Figure 1. Signal wires on met1 (run 1).
Cells faint in the background.
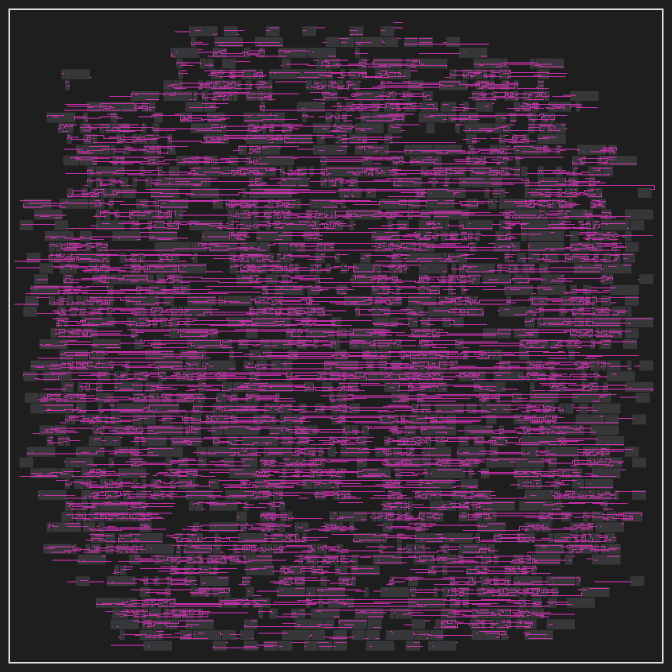
Figure 2. M2 wires (run 1).
Bar = 50 um.
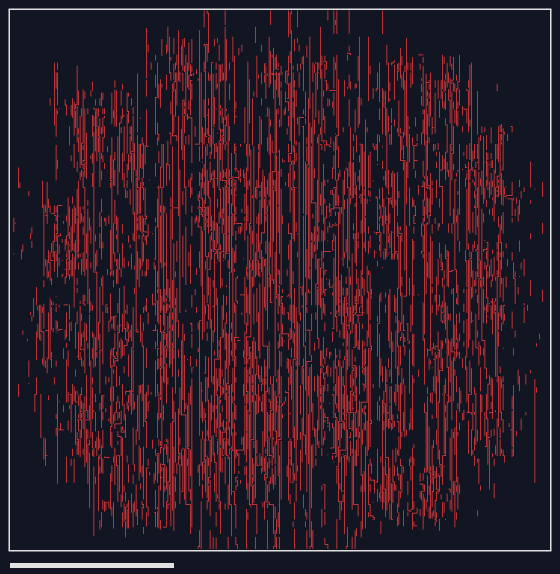
Figure 3. Metal 3 (run 1).
Bar = 50 um.
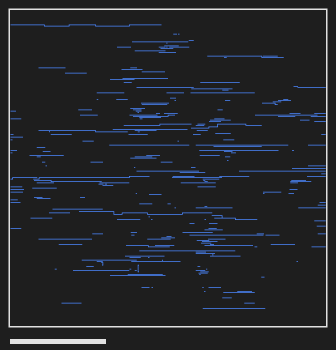
`src/rtl/simmem_release_sched.sv`:
```
// Release scheduler for one response bank: one countdown timer per slot, then release_en held until final release.
// Optional SIMMEM_SCHED_STATS_EN adds stats_rel_cnt_o, a count of completed slot releases.
module simmem_release_sched #(
  parameter int unsigned NumSlots = 16,
  parameter int unsigned DelayW   = 8,
  parameter int unsigned IidW     = $clog2(NumSlots)
) (
  input  logic                clk_i,
  input  logic                rst_i,
  input  logic                sched_valid_i,
  output logic                sched_ready_o,
  input  logic [IidW-1:0]     sched_iid_i,
  input  logic [DelayW-1:0]   sched_delay_i,
  input  logic                freeze_i,
  output logic [NumSlots-1:0] release_en_o,
  input  logic [NumSlots-1:0] released_addr_onehot_i,
  input  logic                released_last_i,
  output logic [NumSlots-1:0] pending_o,
`ifdef SIMMEM_SCHED_STATS_EN
  output logic [31:0]         stats_rel_cnt_o,
`endif
  output logic                err_o
);

  localparam int unsigned PopW = $clog2(NumSlots + 1);

  typedef enum logic [1:0] {
    S_IDLE  = 2'd0,
    S_COUNT = 2'd1,
    S_ARMED = 2'd2
  } slot_state_e;

  slot_state_e         state_q   [NumSlots];
  logic [DelayW-1:0]   cnt_q     [NumSlots];
  slot_state_e         nxt_state [NumSlots];
  logic [DelayW-1:0]   nxt_cnt   [NumSlots];
  logic [NumSlots-1:0] armed_c;
  logic [NumSlots-1:0] nxt_armed;
  logic [NumSlots-1:0] nxt_busy;
  logic                accept_c;
  logic                err_set_c;

  // Ready reflects the current state only, so a slot freed this cycle is not re-accepted until the next
  always_comb begin
    sched_ready_o = 1'b0;
    for (int unsigned k = 0; k < NumSlots; k++) begin
      if (sched_iid_i == IidW'(k)) begin
        sched_ready_o = (state_q[k] == S_IDLE);
      end
    end
  end

  assign accept_c = sched_valid_i && sched_ready_o;

  // Per-slot next state; freeze only holds COUNT slots
  always_comb begin
    for (int unsigned k = 0; k < NumSlots; k++) begin
      nxt_state[k] = state_q[k];
      nxt_cnt[k]   = cnt_q[k];
      armed_c[k]   = (state_q[k] == S_ARMED);
      unique case (state_q[k])
        S_IDLE: begin
          if (accept_c && (sched_iid_i == IidW'(k))) begin
            if (sched_delay_i == '0) begin
              nxt_state[k] = S_ARMED;
            end else begin
              nxt_state[k] = S_COUNT;
              nxt_cnt[k]   = sched_delay_i - DelayW'(1);
            end
          end
        end
        S_COUNT: begin
          if (!freeze_i) begin
            if (cnt_q[k] == '0) begin
              nxt_state[k] = S_ARMED;
            end else begin
              nxt_cnt[k] = cnt_q[k] - DelayW'(1);
            end
          end
        end
        S_ARMED: begin
          if (released_addr_onehot_i[k] && released_last_i) begin
            nxt_state[k] = S_IDLE;
          end
        end
        default: begin
          nxt_state[k] = S_IDLE;
          nxt_cnt[k]   = '0;
        end
      endcase
      nxt_armed[k] = (nxt_state[k] == S_ARMED);
      nxt_busy[k]  = (nxt_state[k] == S_ARMED) || (nxt_state[k] == S_COUNT);
    end
  end

  // Any beat on a slot that is not ARMED is a protocol error
  assign err_set_c = |(released_addr_onehot_i & ~armed_c);

`ifdef SIMMEM_SCHED_STATS_EN
  logic [NumSlots-1:0] rel_done_c;
  logic [PopW-1:0]     rel_pop_c;

  always_comb begin
    rel_done_c = released_last_i ? (released_addr_onehot_i & armed_c) : '0;
    rel_pop_c  = '0;
    for (int unsigned k = 0; k < NumSlots; k++) begin
      rel_pop_c = rel_pop_c + PopW'(rel_done_c[k]);
    end
  end

  always_ff @(posedge clk_i) begin
    if (rst_i) begin
      stats_rel_cnt_o <= '0;
    end else begin
      stats_rel_cnt_o <= stats_rel_cnt_o + 32'(rel_pop_c);
    end
  end
`else
  logic unused_popw;
  assign unused_popw = (PopW == 0);
`endif

  always_ff @(posedge clk_i) begin
    if (rst_i) begin
      for (int unsigned k = 0; k < NumSlots; k++) begin
        state_q[k] <= S_IDLE;
        cnt_q[k]   <= '0;
      end
      release_en_o <= '0;
      pending_o    <= '0;
      err_o        <= 1'b0;
    end else begin
      for (int unsigned k = 0; k < NumSlots; k++) begin
        state_q[k] <= nxt_state[k];
        cnt_q[k]   <= nxt_cnt[k];
      end
      release_en_o <= nxt_armed;
      pending_o    <= nxt_busy;
      if (err_set_c) begin
        err_o <= 1'b1;
      end
    end
  end

endmodule
```
`config.mk`:
```
export PLATFORM = sky130hd
export DESIGN_NAME = simmem_release_sched
export DESIGN_NICKNAME = d
export VERILOG_FILES = /design/src/rtl/simmem_release_sched.sv
export SDC_FILE = /design/constraint.sdc
export NUM_CORES = 1
export LEC_CHECK = 0
export CAP_MARGIN = 0
export CORE_MARGIN = 2
export CORE_UTILIZATION = 45
export DETAILED_ROUTE_END_ITERATION = 10
export PLACE_DENSITY = 0.62
export SYNTH_ARGS = -nofsm -noshare
export SYNTH_HDL_FRONTEND = slang
export SYNTH_SLANG_ARGS = --single-unit
```
`constraint.sdc`:
```
create_clock -name clk_i -period 3.5 [get_ports clk_i]
set_input_delay 0.35 -clock clk_i [delete_from_list [all_inputs] [get_ports clk_i]]
set_output_delay 0.35 -clock clk_i [all_outputs]
set_load 0.05 [all_outputs]
```
==> impl_metrics.ini, run 1 <==
; synthesis and place-and-route metrics
[place]
numPlacedInstances = 1953

[cells_and_area]
seq_share = 0.282
fillCellCount = 2420
nets = 1711
largest_register = cnt_q
top_regs = cnt_q x128, state_q x32

[floorplanning]
fp_util = 0.459

[detailed_routing]
post_drt_via_cell_ratio = 5.95
wl_per_cell_um = 19.0
via_count = 11800
wl_met1_um = 17000

[yosys]
syn_area_sq_mm = 0.0116
ys_seq_frac = 0.333

[pwr]
p_comb_uw = 779
p_total_mw = 5.07

[sta]
hold_viol_final = 0
max_freq_mhz = 323
whs_ps = 216

[cts]
cts_sinks = 193

[worst_setup_path]
crit_type = input pin to flip-flop
r2r_end = cnt_q[1][2]
crit_chain = clkdlybuf4s50_1 > nand2_1 > buf_4 > or4_1 > nand2_1 > nand3_1 > a21oi_4 > buf_4 > nand3_1 > a21o_1 > ha_1 > nor2_1
cp_max_fo = 10
cp.depth = 12

[outcome]
status = finished, final reports clean
Back to the opening pictures, Figure 1:
The wires run mostly horizontal. 1601 nets have wire on it. The layer holds 45% of the routed length. The layer carries 17000 um of wire.

Back to the opening pictures, Figure 2:
The layer holds 45% of the routed length. The longest straight run is 52.5 um. The layer carries 17000 um of wire. 1375 nets have wire on it.

Back to the opening pictures, Figure 3:
The layer carries 2510 um of wire. The wires run mostly horizontal. The longest straight run is 49.7 um.

==> inputs of run 2 (changes only) <==
- clock period: 3.5 -> 3.2 ns (I/O delays scaled with it)
Figure 4. Signal wires on met1 (run 2).
Cells faint in the background.
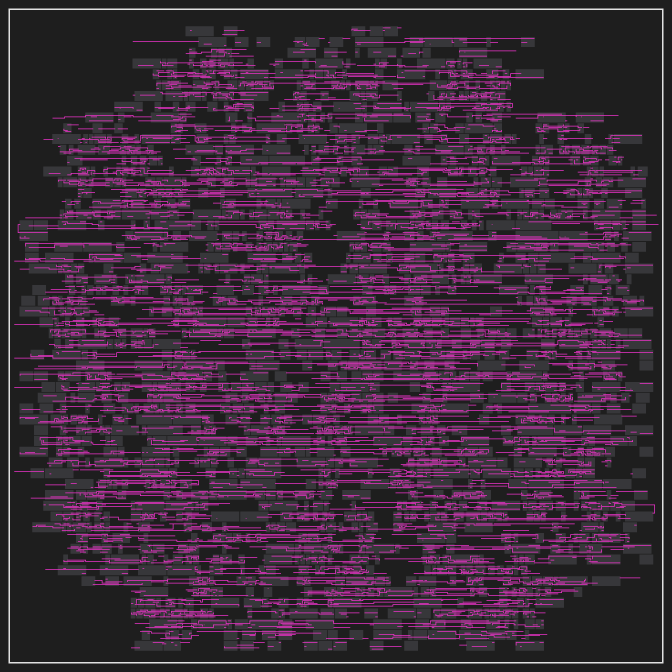
The layer holds 45% of the routed length. 1649 nets have wire on it. The wires run mostly horizontal. The longest straight run is 50.6 um. The layer carries 17200 um of wire.

==> run 2 against run 1 <==
Against the previous run:
- synthesized cell count did not move
- clock skew fell by 2.7 ps
- clock-buffer cell count rose by 1
- register-to-register slack got worse by 200 ps
- hold slack improved by 22 ps
- setup slack got worse by 300 ps
- critical endpoint is now sched_ready_o
==> impl_metrics.ini, run 2 <==
; synthesis and place-and-route metrics
[yosys]
fa_ha_area_frac = 0.0389
syn_area_sq_mm = 0.0116
ys_seq_frac = 0.333

[cells_and_area]
nets = 1744
seq_share = 0.276
final_common_cell = nor2_1
largest_register = cnt_q
final_cell_area_sq_mm = 0.0140
fillCellCount = 2434

[place]
place_ws_ps = -238
numPlacedInstances = 1986

[floorplanning]
fp_util = 0.459

[worst_setup_path]
worstSetupEndpoint = sched_ready_o
r2r_cells = 7
crit_chain = clkdlybuf4s50_1 > buf_4 > buf_4 > nand2b_1 > buf_4 > nor2_1 > a221oi_2 > a211oi_2 > buf_4 > o21ai_0 > buf_4 > buf_12
cp.depth = 12
r2r_end = cnt_q[0][36]
crit_type = input pin to output pin
cp_max_fo = 5

[outcome]
status = finished, final reports clean

[sta]
max_freq_mhz = 323
whs_ps = 239
setup_ws_ps = 107
hold_viol_final = 0

[detailed_routing]
wl_met1_um = 17200
via_count = 11900
wl_per_cell_um = 19.1

[pwr]
p_total_mw = 5.55
==> inputs of run 3 (changes only) <==
- CORE_MARGIN: 2 -> 3
Figure 5. M2 wires (run 3).
Bar = 50 um.
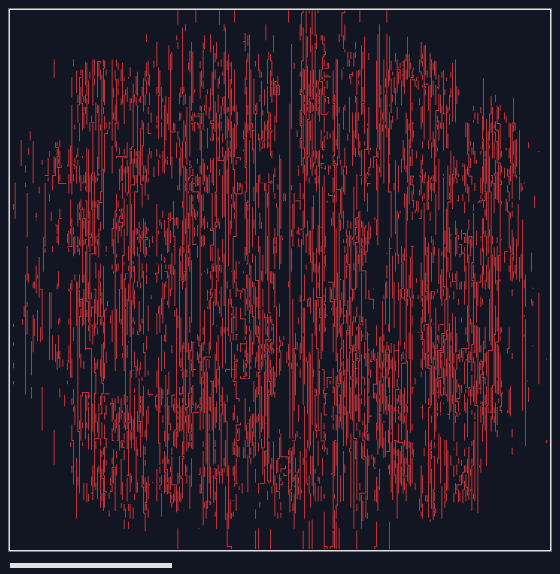
The layer holds 44% of the routed length. The layer carries 16800 um of wire. The wires run mostly vertical. 1397 nets have wire on it. The longest straight run is 103 um.

==> run 3 against run 2 <==
Against the previous run:
- critical path depth is 3 lower
- maximum frequency fell by 0.37%
- register-to-register slack gained 50 ps
- die size increased by 2.4%
- global-route usage fell by 2.0 points
- first-iteration DRC count increased by 13%
- final area grew 0.29%
- synthesized cell count unchanged
- combinational power shrank 2%
- non-clock buffer count grew 9
- via count down 0.47%
- sequential power about the same
- critical endpoint unchanged
- largest cell class unchanged
- largest power group unchanged
- highest routed layer unchanged
==> impl_metrics.ini, run 3 <==
; synthesis and place-and-route metrics
[worst_setup_path]
crit_required_ps = 2880
crit_type = input pin to output pin
worstSetupEndpoint = sched_ready_o
cp-start-kind = input pin
cp_max_fo = 8
r2r_cells = 9
r2r_end = cnt_q[0][31]
cp.depth = 9
crit_buf_inv = 4
crit_chain = clkdlybuf4s50_1 > or2_1 > o2111a_1 > a2111o_1 > a211oi_2 > buf_4 > o21ai_0 > buf_4 > buf_12

[outcome]
status = finished, final reports clean

[yosys]
syn_area_sq_mm = 0.0116

[cells_and_area]
seq_share = 0.276
nets = 1753
final_cell_area_sq_mm = 0.0140
fillCellCount = 2436
comb_cells = 1187
final_cell_mix = 224 x nor2_1, 193 x dfxtp_1, 142 x buf_4
largest_register = cnt_q
final_common_cell = nor2_1

[min_path]
min_path_type = input pin to flip-flop

[detailed_routing]
via_count = 11800
wl_met1_um = 17400
post_drt_via_cell_ratio = 5.83

[global_routing]
gr-usage-met1 = 0.377
grt_antenna_before_repair = 1

[place]
numPlacedInstances = 1995

[pwr]
p_comb_uw = 877
p_total_mw = 5.58
combPwrFrac = 0.157

[floorplanning]
fp_util = 0.459
die-width_um = 166

[sta]
setup_ws_ps = 95.5
whs_ps = 358
hold_viol_final = 0
max_freq_mhz = 322

[cts]
cts_sinks = 193
Power and IR drop assume default switching activity.
